### src/rtl/adder_pkg.sv
// Shared definitions for the nibble-serial adder: nibble width, FSM encodings
// and a constant-width helper used to size the nibble counter.
package adder_pkg;

    localparam int NIBBLE_W = 4;

    typedef enum logic [1:0] {
        ST_IDLE = 2'd0,
        ST_RUN  = 2'd1,
        ST_DONE = 2'd2
    } state_t;

    // Never returns less than 1, so a counter for a 1-value range still gets one bit.
    function automatic int clog2(input int n);
        int w;
        w = 1;
        while ((1 << w) < n) begin
            w = w + 1;
        end
        return w;
    endfunction

endpackage

### src/rtl/parallel_adder.sv
// Combinational 4-bit adder with carry-in and carry-out; the one nibble-wide
// arithmetic stage reused by the serial adder.
module parallel_adder (
    input  logic [3:0] a,
    input  logic [3:0] b,
    input  logic       c,
    output logic [3:0] sum,
    output logic       carry_out
);

    assign {carry_out, sum} = 5'(a) + 5'(b) + 5'(c);

endmodule

### src/rtl/nibble_serial_adder.sv
// Wide unsigned adder that adds one nibble per clock through a single
// parallel_adder, LSB first, and reports the full sum with a one-cycle done pulse.
module nibble_serial_adder
    import adder_pkg::*;
#(
    parameter int NIBBLES = 4
) (
    input  logic                      clk,
    input  logic                      rst_n,
    input  logic                      start,
    input  logic [NIBBLE_W*NIBBLES-1:0] a,
    input  logic [NIBBLE_W*NIBBLES-1:0] b,
    input  logic                      cin,
    output logic                      busy,
    output logic                      done,
    output logic [NIBBLE_W*NIBBLES-1:0] sum,
    output logic                      cout
);

    localparam int W  = NIBBLE_W * NIBBLES;
    localparam int CW = clog2(NIBBLES);
    localparam logic [CW-1:0] LAST_NIBBLE = CW'(NIBBLES - 1);

    state_t state;
    state_t state_next;

    logic [W-1:0]        a_r;
    logic [W-1:0]        b_r;
    logic [W-1:0]        r_reg;
    logic [W-1:0]        r_next;
    logic                c_r;
    logic [CW-1:0]       cnt;
    logic [NIBBLE_W-1:0] add_sum;
    logic                add_cout;
    logic                accept;
    logic                last_nibble;

    parallel_adder u_parallel_adder (
        .a         (a_r[NIBBLE_W-1:0]),
        .b         (b_r[NIBBLE_W-1:0]),
        .c         (c_r),
        .sum       (add_sum),
        .carry_out (add_cout)
    );

    assign r_next = {add_sum, r_reg[W-1:NIBBLE_W]};

    always_ff @(posedge clk or negedge rst_n) begin
        if (!rst_n) begin
            state <= ST_IDLE;
        end else begin
            state <= state_next;
        end
    end

    always_comb begin
        state_next = state;
        case (state)
            ST_IDLE: if (start) state_next = ST_RUN;
            ST_RUN:  if (last_nibble) state_next = ST_DONE;
            ST_DONE: state_next = start ? ST_RUN : ST_IDLE;
            default: state_next = ST_IDLE;
        endcase
    end

    always_comb begin
        busy        = (state == ST_RUN);
        done        = (state == ST_DONE);
        accept      = start && (state == ST_IDLE || state == ST_DONE);
        last_nibble = (state == ST_RUN) && (cnt == LAST_NIBBLE);
    end

    // sum/cout only load on the final nibble, so they hold the previous
    // result through IDLE and while the next operation is still running.
    always_ff @(posedge clk or negedge rst_n) begin
        if (!rst_n) begin
            a_r   <= '0;
            b_r   <= '0;
            r_reg <= '0;
            c_r   <= 1'b0;
            cnt   <= '0;
            sum   <= '0;
            cout  <= 1'b0;
        end else if (accept) begin
            a_r <= a;
            b_r <= b;
            c_r <= cin;
            cnt <= '0;
        end else if (state == ST_RUN) begin
            r_reg <= r_next;
            c_r   <= add_cout;
            a_r   <= a_r >> NIBBLE_W;
            b_r   <= b_r >> NIBBLE_W;
            cnt   <= cnt + CW'(1);
            if (last_nibble) begin
                sum  <= r_next;
                cout <= add_cout;
            end
        end
    end

endmodule

### config.mk
export PLATFORM = sky130hd
export DESIGN_NAME = nibble_serial_adder
export DESIGN_NICKNAME = d
export VERILOG_FILES = /design/src/rtl/adder_pkg.sv /design/src/rtl/parallel_adder.sv /design/src/rtl/nibble_serial_adder.sv
export SDC_FILE = /design/constraint.sdc
export NUM_CORES = 1
export LEC_CHECK = 0
export ABC_AREA = 1
export CAP_MARGIN = 40
export CORE_MARGIN = 2
export CORE_UTILIZATION = 42
export CTS_CLUSTER_SIZE = 40
export DETAILED_ROUTE_END_ITERATION = 7
export PLACE_DENSITY = 0.66
export SLEW_MARGIN = 20
export SYNTH_ARGS = -nofsm -noshare
export SYNTH_HDL_FRONTEND = slang
export SYNTH_SLANG_ARGS = --single-unit
### constraint.sdc
create_clock -name clk -period 4.4 [get_ports clk]
set_input_delay 0.88 -clock clk [delete_from_list [all_inputs] [get_ports clk]]
set_output_delay 0.88 -clock clk [all_outputs]
set_load 0.02 [all_outputs]
==> reports/metrics.csv, run 1 <==
stage,metric,value,unit
status,status,finished clean,
worst_setup_path,rrSetupSlack,2.76,ns
worst_setup_path,critPathSlowestCell,clkdlybuf4s50_1,
worst_setup_path,timing.critical_path.buf_inv,4,
routing,drc,0,
yosys,area_leaders,"dfrtp_1, nand2_1, o21ai_0",
global_routing,grt_pass1_vias,2201,
yosys,synthDistinctLibCells,23,
floorplanning,die_w,87.3,um
routing,ant_nets,0,
yosys,synth_stat.cells,313,
sta,worst_slew_pin_slew,0.409,ns
yosys,syn_area_per_cell,9.30,sq um
global_routing,grt_pass1_wl,9700,um
flow_run,warnings,26,
pwr,cellPowerDensity,745,nW/um^2
hold_path,min_path_type,in2async,
cts,cts_root_buf,clkbuf_8,
routing,num_vias,2227,
routing,wl_met2,2520,um
cts,cts_resized,0,
yosys,synth_chip_area,2910,sq um
sta,clock_skew,0.00663,ns
routing,drt-pass1-iter-count,4,
sta,setup_violations,0,
routing,highest_layer,met4,
place,hpwl,3750,um
global_routing,grt_util_all_layers,0.164,
cts,cts_buffers,9,
finish,nFillCells,632,
global_routing,overflow,0,
yosys,synthCells,313,
sta,min_period,2.87,ns
worst_setup_path,reg2reg_depth,6,
worst_setup_path,cp_cell_sequence,inv_1 > nand2_2 > buf_4 > inv_2 > clkdlybuf4s50_1,
place,portBuffers,54,
worst_setup_path,cp-start-kind,flop,
worst_setup_path,critPathKind,reg2out,
floorplanning,fp_util,0.431,
yosys,syn_area,2910,sq um
sta,whs,0.471,ns
sta,hold_violations,0,
worst_setup_path,cpLargestDelayFamily,buffers and inverters,
yosys,synth_warnings,0,
place,place_inst,436,
cts,clock.latency.late_pin,0.33,ns
cts,cts_sinks,66,
routing,drt_iter0_markers,113,
pwr,leakage,1.72,nW
[run 1: cells in the mapped netlist]
cell type and n:
o21ai_2 10, nand3_1 10, nor2_1 14, inv_2 2, o21a_1 1, buf_4 1, o22ai_1 3, buf_6 8
o21ai_1 3, xor2_1 1, inv_4 2, o21ai_0 34, nand2_2 3, nand2_4 1, o211ai_1 10, a21oi_1 4
nor2_4 1, inv_1 31, nand2_1 97, ha_1 4, buf_2 5, fa_1 2, dfrtp_1 66
[run 1: report_power, final]
part | switching, mW | internal (mW)
clock | 0.225 | 0.290
sequential | 0.134 | 0.890
combinational | 0.727 | 0.465
[run 1: metal layers]
| metal | up-vias | global-route usage |
|---|---|---|
| met5 | - | 0 |
| met4 | 0 | 0.0769 |
| met3 | 7 | 0.0370 |
| met2 | 60 | 0.266 |
| met1 | 1052 | 0.208 |
| li1 | 1108 | - |
[run 1: worst min-delay path by stage]
stage | to | depth (start not counted) | slack (ns)
floorplan | a_r[12] | 2 | 0.44
global route | sum[0] | 1 | 0.49
detailed placement | sum[3] | 2 | 0.46
CTS | sum[0] | 1 | 0.47
global placement | sum[1] | 2 | 0.45
finish | sum[0] | 1 | 0.47
[run 1: through the flow]
step / instance area [sq um] / setup WS (ns) / power, mW / util
2_1_floorplan: 2910 / 2.67 / 1.94 / -
3_3_place_gp: 3440 / 1.90 / 2.21 / 0.509
3_5_place_dp: 3460 / 1.87 / 2.25 / 0.512
4_1_cts: 3660 / 1.49 / 2.77 / 0.542
5_1_grt: 3660 / 1.42 / 2.98 / 0.542
6_report: 3660 / 1.53 / 2.73 / 0.542
[run 1: area by class of cell]
type                       instances  area, sq um  share of cell area
timing repair buffer              57          571               0.156
multi-input combinational        198         1000               0.273
inverter                          35          136              0.0372
tap                               80          100              0.0273
clock inverter                     5         52.6              0.0143
sequential                        66         1650               0.451
clock buffer                      11          151              0.0413
[run 1: cells in the final DEF, fill, tap and decap left out, drive strengths merged, types with 2 or more instances in the layout]
cell type | netlist | routed
clkdlybuf4s50 | 0 | 53
nand3 | 10 | 10
ha | 4 | 4
a21oi | 4 | 4
fa | 2 | 2
nand2 | 101 | 101
o21ai | 47 | 47
inv | 35 | 35
buf | 14 | 4
dfrtp | 66 | 66
clkinv | 0 | 3
o211ai | 10 | 10
o22ai | 3 | 3
clkbuf | 0 | 11
nor2 | 15 | 15
[run 1: cells by family (layout without fill, tap and decap cells)]
logic type / count (synthesis) / count (layout) / synth area share
flops: 66 / 66 / 0.567
simple gates: 126 / 126 / 0.174
compound gates: 65 / 65 / 0.135
fa+ha+maj: 6 / 6 / 0.0309
buf+inv: 49 / 108 / 0.0890
xor+xnor: 1 / 1 / 0.00301
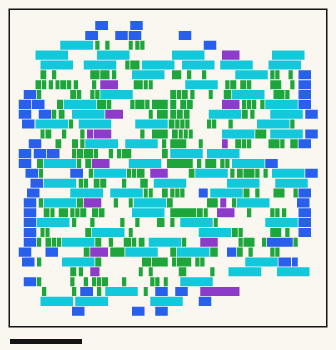
Fig. 1. Placed cells, one colour a class (run 1).
Scale bar: 20 um.
Green is combinational and other logic, cells 233, share of their area 32%. Blue is other buffers and delay cells, cells 57, share of their area 16%. Purple is clock drivers and dummy loads, cells 16, share of their area 5.7%. Cyan is flops, cells 66, share of their area 46%.
flop share of the area: 0.451
Final Cell Area: 3660 sq um
core footprint: 6760 sq um

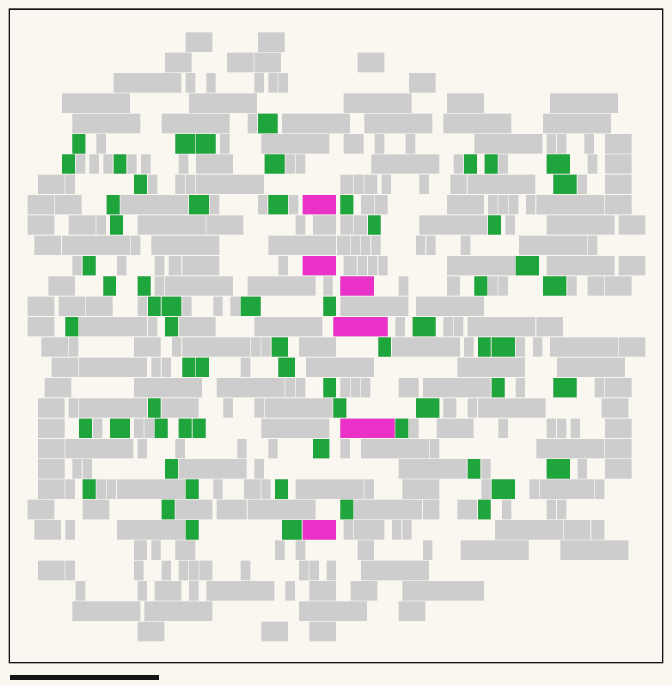
Fig. 2. Gate families picked out (run 1).
Scale bar: 20 um.
Green is inverting AOI/OAI gates, cells 64. Magenta is adder and majority cells, cells 6, where centre.
non-filler cells, final: 452
most frequent logic cell in the layout: nand2_1
Comb/total area: 0.273

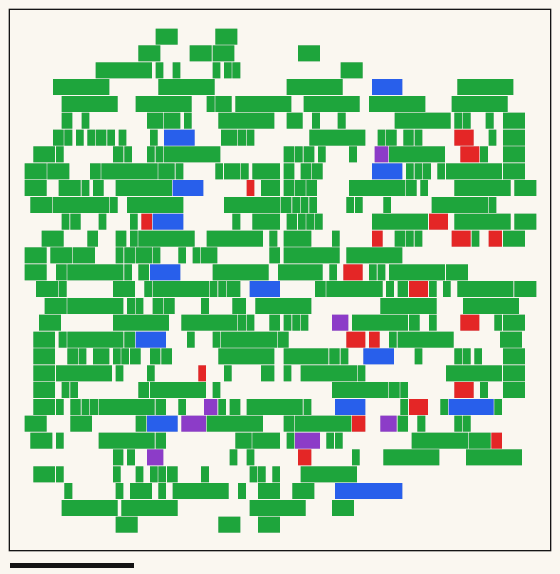
Fig. 3. Cells by drive strength (run 1).
Scale bar: 20 um.
Green is _0 and _1 cells, cells 333, share 90%. Blue is _6 and larger, cells 13, share 3.5%. Red is _2 cells, cells 19, share 5.1%. Purple is _3 and _4 cells, cells 7, share 1.9%.
Non-clk bufs: 57
area growth from synthesis to layout: 25.8%
final worst slack: 1.53 ns

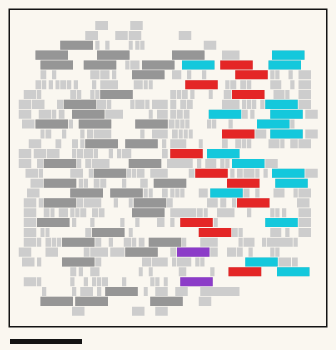
Fig. 4. Sequential cells grouped by signal name (run 1).
Scale bar: 20 um. Other sequential cells in the stronger grey, the rest of the logic in the fainter grey.
Purple is state, sequential cells 2. Red is r_reg, sequential cells 12. Cyan is sum, sequential cells 16.
Another 36 sequential cells are not coloured.
Seq power: 1.02 mW
final core utilization: 0.542
register area: 1650 sq um

Fig. 5: run 1, routing congestion
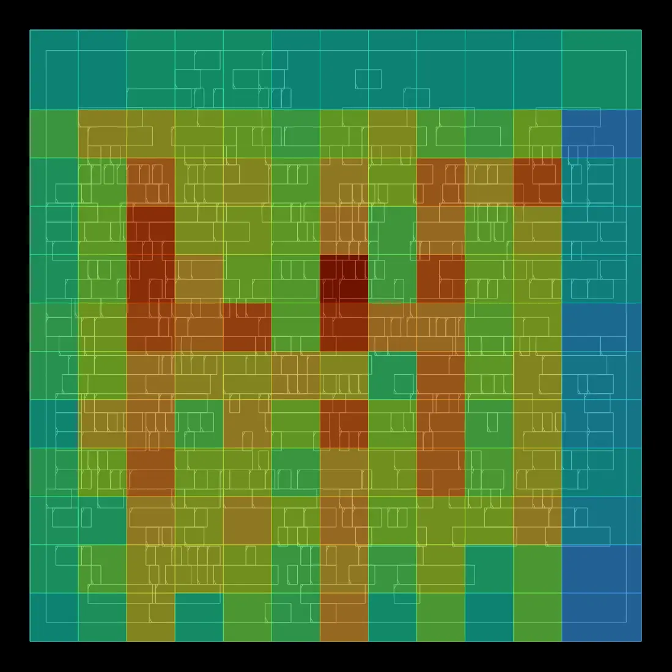

==> run 1 -> run 2 <==
Clock period 4.4 ns to 2.9 ns, I/O delays scaled along.
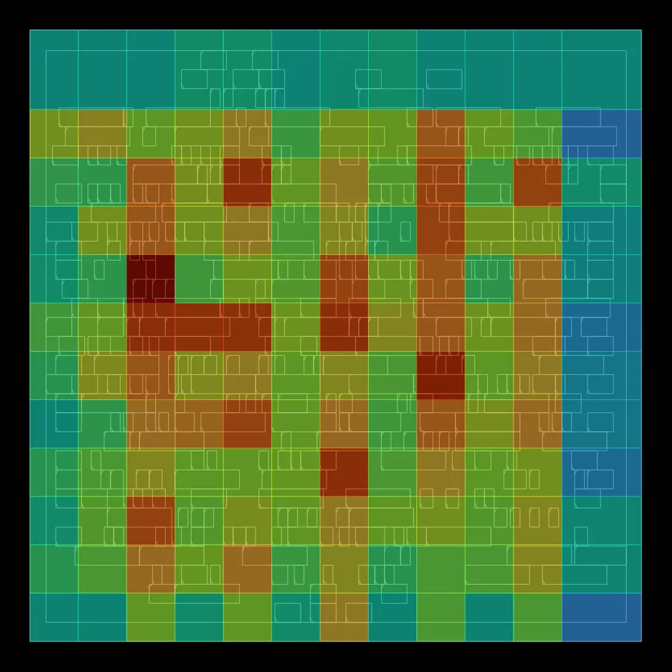
Fig. 6. Routing congestion (run 2).
GR Util met2: 0.279
final core utilization: 0.535
Tot GR Track Use: 0.167
routed len/inst: 12.3 um
grt met3 use: 0.0341

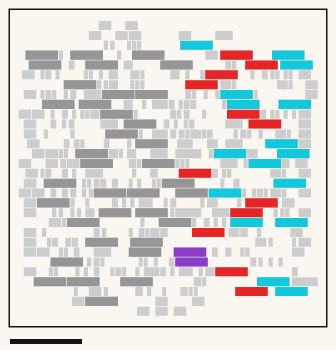
Fig. 7. Sequential cells grouped by signal name (run 2).
Scale bar: 20 um. Other sequential cells in the stronger grey, the rest of the logic in the fainter grey.
Purple is state, sequential cells 2. Red is r_reg, sequential cells 12. Cyan is sum, sequential cells 16.
Another 36 sequential cells are not coloured.
Seq power: 1.56 mW
flop share of the area: 0.457

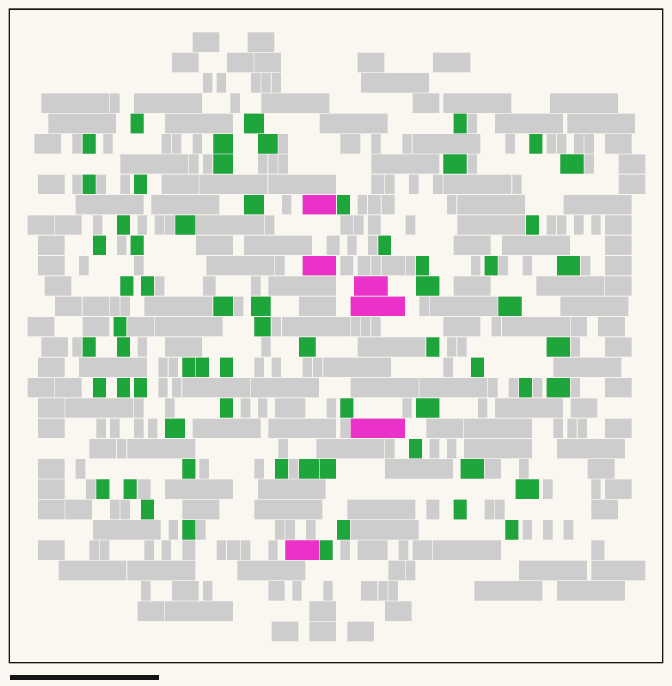
Fig. 8. Gate families picked out (run 2).
Scale bar: 20 um.
Magenta is adder and majority cells, cells 6. Green is inverting AOI/OAI gates, cells 64.
Comb/total area: 0.277
non-filler cells, final: 451

==> reports/metrics.csv, run 2 <==
stage,metric,value,unit
finish,nFillCells,658,
yosys,synth_chip_area,2910,sq um
sta,hold_violations,0,
status,status,finished clean,
yosys,synth_top_flop_cell,dfrtp_1,
yosys,synth_warnings,0,
yosys,common_cells,"nand2_1, dfrtp_1, o21ai_0",
worst_setup_path,cp_cell_sequence,inv_1 > nand2_2 > inv_2 > clkdlybuf4s50_1,
cts,cts_resized,0,
routing,drt-pass1-iter-count,4,
global_routing,grt_pass1_wl,9760,um
finish,area_delta_synth_final,24.2,%
floorplanning,core,6760,sq um
sta,setup_violations,0,
cts,cts_sinks,66,
hold_path,min_path_type,in2async,
worst_setup_path,timing.critical_path.buf_inv,3,
floorplanning,fp_util,0.431,
sta,min_period,2.29,ns
cts,clock.latency.late_pin,0.33,ns
yosys,edf_count,0,
pwr,p_total,4.04,mW
yosys,area_leaders,"dfrtp_1, nand2_1, o21ai_0",
finish,final_layout_top_logic_cells,"nand2_1, dfrtp_1, clkdlybuf4s50_1",
worst_setup_path,cpLargestDelayFamily,buffers and inverters,
yosys,syn_area_per_cell,9.30,sq um
routing,drt_iter0_markers,101,
sta,maxSlewHeadroom,0.708,
finish,fin_area,3620,sq um
floorplanning,die_w,87.3,um
yosys,synth_stat.cells,313,
yosys,synthCells,313,
sta,worst_slack,0.612,ns
worst_setup_path,cp-start-kind,flop,
sta,worst_slew_pin_slew,0.436,ns
routing,ant_nets,0,
cts,cts_buffers,9,
routing,num_vias,2170,
place,place_ws,0.717,ns
finish,layout_top_cell,nand2_1,
global_routing,grt_pass1_vias,2147,
worst_setup_path,critPathSlowestCell,clkdlybuf4s50_1,
finish,combGateArea,1000,sq um
routing,drc,0,
yosys,yosysMostFrequentCell,nand2_1,
pwr,cellPowerDensity,1120,nW/um^2
[run 2: cell counts after synthesis]
Identical to the previous run, type by type.
[run 2: kinds of logic after synthesis]
group           after synthesis  synth area share
simple gates                126             0.174
flops                        66             0.567
compound gates               65             0.135
buf+inv                      49            0.0890
fa+ha+maj                     6            0.0309
xor+xnor                      1           0.00301
[run 2: final timing paths]
path,start,to,slack (ns),depth (start not counted)
min,rst_n,sum[0],0.24,2
min in group clk,sum[1],sum[1],0.47,2
max in group asynchronous,rst_n,b_r[8],2.35,2
max reg2reg,state[0],b_r[1],1.23,6
max,state[1],busy,0.61,4
min reg2reg,sum[1],sum[1],0.47,2
[run 2: layer usage]
layer | routed length (um) | track usage | part of all wire | vias up
li1 | - | - | - | 1097
met1 | 2680 | 0.209 | 0.48 | 1015
met2 | 2550 | 0.279 | 0.46 | 49
met3 | 234 | 0.0341 | 0.042 | 9
met4 | 89 | 0.0755 | 0.016 | 0
met5 | 0 | 0 | 0 | -
[run 2: report_power, final]
| part | switching (mW) | internal, mW | leakage [nW] |
|---|---|---|---|
| clock network | 0.322 | 0.330 | 0.0872 |
| logic | 1.12 | 0.707 | 0.781 |
| registers | 0.209 | 1.35 | 0.826 |
| total | 1.65 | 2.39 | 1.69 |
[run 2: area by class of cell]
class / instances / area share
Sequential cell: 66 / 0.457
Multi-Input combinational cell: 198 / 0.277
Timing Repair Buffer: 56 / 0.156
Clock buffer: 13 / 0.0412
Inverter: 35 / 0.0377
Tap cell: 80 / 0.0277
Clock inverter: 3 / 0.00415
[run 2: metrics by stage]
stage	utilization	hold slack, ns
2_1_floorplan	-	0.284
3_3_place_gp	0.511	0.452
3_5_place_dp	0.511	0.458
4_1_cts	0.535	0.264
5_1_grt	0.535	0.276
6_report	0.535	0.243
[run 2: worst reg2reg max path, delay by kind of cell, from the launching register on]
family,cells,cell delay (ns)
AND/OR/NAND/NOR,3,0.44
buffers and inverters,2,0.66
flip-flops,1,0.40
AND-OR/OR-AND,1,0.09
Power figures rest on the tool's default switching activity, not on a simulated workload.
